Figure 1. Placement density heat map (run 1).
12 x 12 tiles, from white (low) to dark blue (high), 0 to 100% covered.
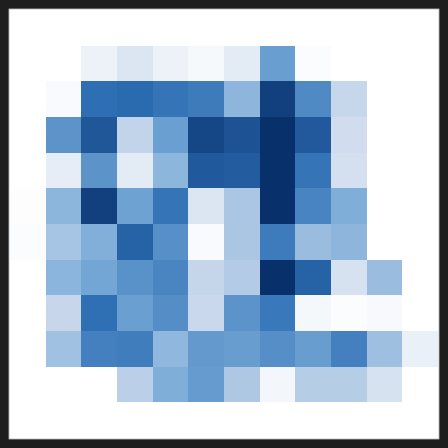
Figure 2. Wires at chosen ports, followed through buffers (run 1).
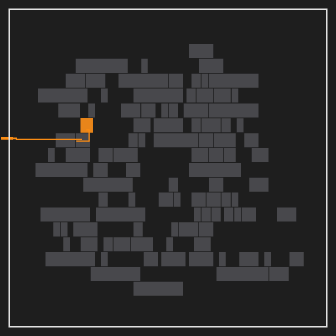
Figure 3. Cells colored by class (run 1).
The bar under the picture is 20 um long. Fill, decap, tap and diode cells in gray.
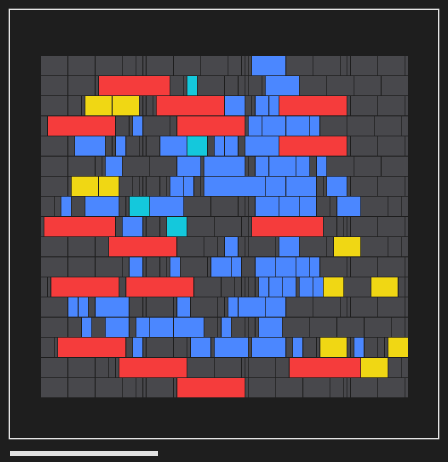
<file path="src/rtl/ls74_bus_arbiter.sv">
// ls74_bus_arbiter: two-requester round-robin arbiter for a shared resource.
// Ports:
//   CLK           rising-edge system clock
//   nCLR          asynchronous active-low reset
//   nREQ_A/nREQ_B active-low access requests, level-held for the whole access
//   nGNT_A/nGNT_B active-low exclusive grants (registered)
//   nWAIT_A/B     active-low stall, low while requesting and not granted (combinational)
//   SEL           datapath select, 0=A 1=B, holds last owner when idle (registered)
//   nCS           active-low resource chip select, low while any grant is low (registered)
module ls74_bus_arbiter #(
    parameter int ACCESS_CYCLES = 2,
    parameter int GUARD_CYCLES  = 1,
    parameter int HOLD_LIMIT    = 8
) (
    input  logic CLK,
    input  logic nCLR,
    input  logic nREQ_A,
    input  logic nREQ_B,
    output logic nGNT_A,
    output logic nGNT_B,
    output logic nWAIT_A,
    output logic nWAIT_B,
    output logic SEL,
    output logic nCS
);
    typedef enum logic [1:0] {IDLE, GNT_A, GNT_B, GUARD} state_t;
    localparam int SAT  = ACCESS_CYCLES > HOLD_LIMIT ? ACCESS_CYCLES : HOLD_LIMIT;
    localparam int MAXP = SAT > GUARD_CYCLES ? SAT : GUARD_CYCLES;
    localparam int CW   = $clog2(MAXP) + 1;

    state_t state, nextState;
    logic [CW-1:0] holdCnt, guardCnt;
    logic lastOwner, nextLast;
    logic reqA, reqB, exitA, exitB;

    assign reqA = ~nREQ_A;
    assign reqB = ~nREQ_B;
    assign nWAIT_A = nREQ_A | ~nGNT_A;
    assign nWAIT_B = nREQ_B | ~nGNT_B;

    // lastB=1 means B owned last, so A wins a tie
    function automatic state_t arbitrate(input logic a, input logic b, input logic lastB);
        return (a && (!b || lastB)) ? GNT_A : b ? GNT_B : IDLE;
    endfunction

    // Leave on release after the minimum access, or on preemption once the other side has waited long enough
    assign exitA = (!reqA && int'(holdCnt) >= ACCESS_CYCLES) ||
                   (HOLD_LIMIT != 0 && int'(holdCnt) >= HOLD_LIMIT && reqB);
    assign exitB = (!reqB && int'(holdCnt) >= ACCESS_CYCLES) ||
                   (HOLD_LIMIT != 0 && int'(holdCnt) >= HOLD_LIMIT && reqA);

    // With no guard time the next owner is arbitrated on the same edge as the release
    always_comb begin
        nextState = state;
        nextLast = lastOwner;
        case (state)
            IDLE: nextState = arbitrate(reqA, reqB, lastOwner);
            GNT_A: begin
                nextLast = exitA ? 1'b0 : lastOwner;
                nextState = !exitA ? GNT_A : GUARD_CYCLES == 0 ? arbitrate(reqA, reqB, 1'b0) : GUARD;
            end
            GNT_B: begin
                nextLast = exitB ? 1'b1 : lastOwner;
                nextState = !exitB ? GNT_B : GUARD_CYCLES == 0 ? arbitrate(reqA, reqB, 1'b1) : GUARD;
            end
            GUARD: nextState = int'(guardCnt) >= GUARD_CYCLES ? arbitrate(reqA, reqB, lastOwner) : GUARD;
            default: nextState = IDLE;
        endcase
    end

    always_ff @(posedge CLK or negedge nCLR) begin
        if (!nCLR) begin
            state     <= IDLE;
            lastOwner <= 1'b1;
            holdCnt   <= '0;
            guardCnt  <= '0;
            nGNT_A    <= 1'b1;
            nGNT_B    <= 1'b1;
            nCS       <= 1'b1;
            SEL       <= 1'b0;
        end else begin
            state     <= nextState;
            lastOwner <= nextLast;
            holdCnt   <= !(nextState == GNT_A || nextState == GNT_B) ? '0 :
                         nextState != state ? CW'(1) :
                         holdCnt + CW'(int'(holdCnt) < SAT);
            guardCnt  <= nextState != GUARD ? '0 :
                         state != GUARD ? CW'(1) :
                         guardCnt + CW'(int'(guardCnt) < GUARD_CYCLES);
            nGNT_A    <= nextState != GNT_A;
            nGNT_B    <= nextState != GNT_B;
            nCS       <= !(nextState == GNT_A || nextState == GNT_B);
            SEL       <= nextState == GNT_B ? 1'b1 : nextState == GNT_A ? 1'b0 : SEL;
        end
    end
endmodule

</file>
<file path="config.mk">
export PLATFORM = sky130hd
export DESIGN_NAME = ls74_bus_arbiter
export DESIGN_NICKNAME = d
export VERILOG_FILES = /design/src/rtl/ls74_bus_arbiter.sv
export SDC_FILE = /design/constraint.sdc
export NUM_CORES = 1
export LEC_CHECK = 0
export CELL_PAD_IN_SITES_DETAIL_PLACEMENT = 0
export CELL_PAD_IN_SITES_GLOBAL_PLACEMENT = 1
export CORE_MARGIN = 4
export CORE_UTILIZATION = 37
export DETAILED_ROUTE_END_ITERATION = 6
export HOLD_SLACK_MARGIN = 0.08
export PLACE_DENSITY_LB_ADDON = 0.1
export SKIP_LAST_GASP = 1
export SLEW_MARGIN = 20
export SYNTH_ARGS = -nofsm -noshare
export SYNTH_HDL_FRONTEND = slang
export SYNTH_SLANG_ARGS = --single-unit
</file>
<file path="constraint.sdc">
create_clock -name CLK -period 2.8 [get_ports CLK]
set_input_delay 0.56 -clock CLK [delete_from_list [all_inputs] [get_ports CLK]]
set_output_delay 0.56 -clock CLK [all_outputs]
set_load 0.05 [all_outputs]
</file>
==> impl_metrics.toml, run 1 <==
# generated from flow reports
[status]
run_status = "complete, no violations"

[setup_path]
critPathBufInv = 1
critPathMostFrequentCell = "a21oi_1"
reg2reg_to = "holdCnt[3]$_DFF_PN0_"
reg2reg_from = "holdCnt[3]$_DFF_PN0_"
end_kind = "flip-flop"
reg2reg_depth = 10

[place]
place_ws_ns = 0.0216
hpwl_mm = 1.37

[yosys]
top_logic_kind = "AND-OR/OR-AND gates"
ys_seq_share_pct = 41.4
ys_ff = 15
synthesis.area_um2 = 918

[global_routing]
grt_use_met2_pct = 17.7
grt_pass1_wl_mm = 3.28

[clock_tree]
htreeDepth = 1
cts_setup_buffers = 0
cts_hold_buf = 0
cts_made_buffers = 3

[power_and_ir_drop]
p_clk_mw = 0.123
p_comb_mw = 0.661
maxPowerGroup = "combinational cells"

[final_layout]
biggestCellCategory = "multi-input combinational cells"

[floorplanning]
dieWidth_um = 57.8
fp.dieH_um = 57.8

[final_timing]
fin_ws_ns = 0.258

[routing]
drt-initial-drc-count = 18
drt-total-wl_mm = 1.81

[worst_hold_path]
worst_hold_path_type = "reg2reg"
Notes on Figure 1 above:
emptiest ninth of the die: top right
nearly empty tiles: 38%
tiles over 75% full: 10%
fullest tile: 100%
mean over tiles: 30%
densest ninth of the die: middle
fp_density: 40.0%
Layout Utilization: 45.7%
core area: 0.00230 mm2

Notes on Figure 2 above:
legend:
  nWAIT_B:
    color: orange
    direction: output
    edge: left
    end_cells: 1
    wire: 17.6 um
PortBufs: 9
I/O pin cnt: 10

Notes on Figure 3 above:
legend:
  remaining buffers and delay cells:
    color: yellow
    cells: 10
  clock drivers and dummy loads:
    color: cyan
    cells: 4
  remaining logic cells:
    color: blue
    cells: 72
  registers:
    color: red
    cells: 15
sequential cell area share: 36.2%
Finished Cell Area: 0.00105 mm2
# rows: 17

==> run 2, diff against run 1 <==
GPL_TIMING_DRIVEN = 0   (was default)
HOLD_SLACK_MARGIN = default   (was 0.08)
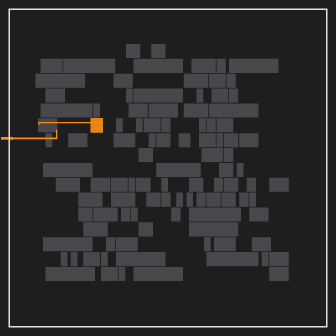
Figure 4: run 2, wires at chosen ports, followed through buffers.
legend:
  nWAIT_B:
    color: orange
    direction: output
    edge: left
    end_cells: 1
    wire: 21.4 um

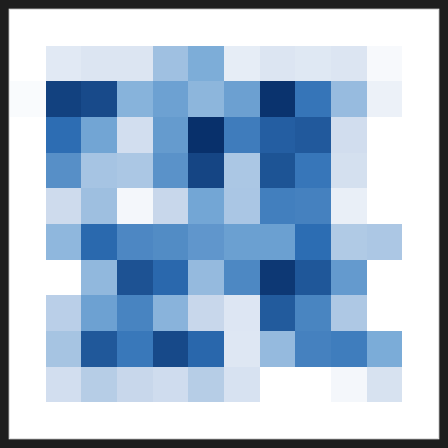
Figure 5: run 2, placement density heat map.
12 x 12 tiles, from white (low) to dark blue (high), 0 to 100% covered.
densest ninth of the die: middle
nearly empty tiles: 35%
fullest tile: 100%
mean over tiles: 31%
tiles over 75% full: 13%
emptiest ninth of the die: top right
Layout Utilization: 46.6%

==> impl_metrics.toml, run 2 <==
# generated from flow reports
[setup_path]
reg2reg_to = "holdCnt[2]$_DFF_PN0_"
critPathBufInv = 3
critPathMostFrequentCell = "clkdlybuf4s50_1"
reg2reg_depth = 10

[yosys]
synthesis.area_um2 = 918
ys.flop_type = "dfrtp_1"
ys_ff = 15
ys_seq_share_pct = 41.4
top_logic_kind = "AND-OR/OR-AND gates"

[global_routing]
track_usage_pct = 11.4
grt_use_met2_pct = 15.2
grt_pass1_wl_mm = 2.88

[routing]
drt-total-wl_mm = 1.70

[floorplanning]
core_area_mm2 = 0.00230
initCoreUtil_pct = 40.0
pin_count = 10
dieWidth_um = 57.8
rows = 17

[clock_tree]
cts_setup_buffers = 0
cts_hold_buf = 0
htreeDepth = 1
cts_made_buffers = 3
clock-sinks = 15
cts_root_buf = "clkbuf_4"

[final_layout]
seq_share_pct = 35.6
design_area_mm2 = 0.00107
mostFrequentLayoutCells = "dfrtp_1, inv_1, clkdlybuf4s50_1"
biggestCellCategory = "multi-input combinational cells"

[place]
hpwl_mm = 1.35
portBuffers = 9

[final_timing]
fin_ws_ns = 0.145

[worst_hold_path]
worst_hold_path_type = "reg2reg"

[status]
run_status = "complete, no violations"

[power_and_ir_drop]
p_clk_mw = 0.123
maxPowerGroup = "combinational cells"
p_comb_mw = 0.729
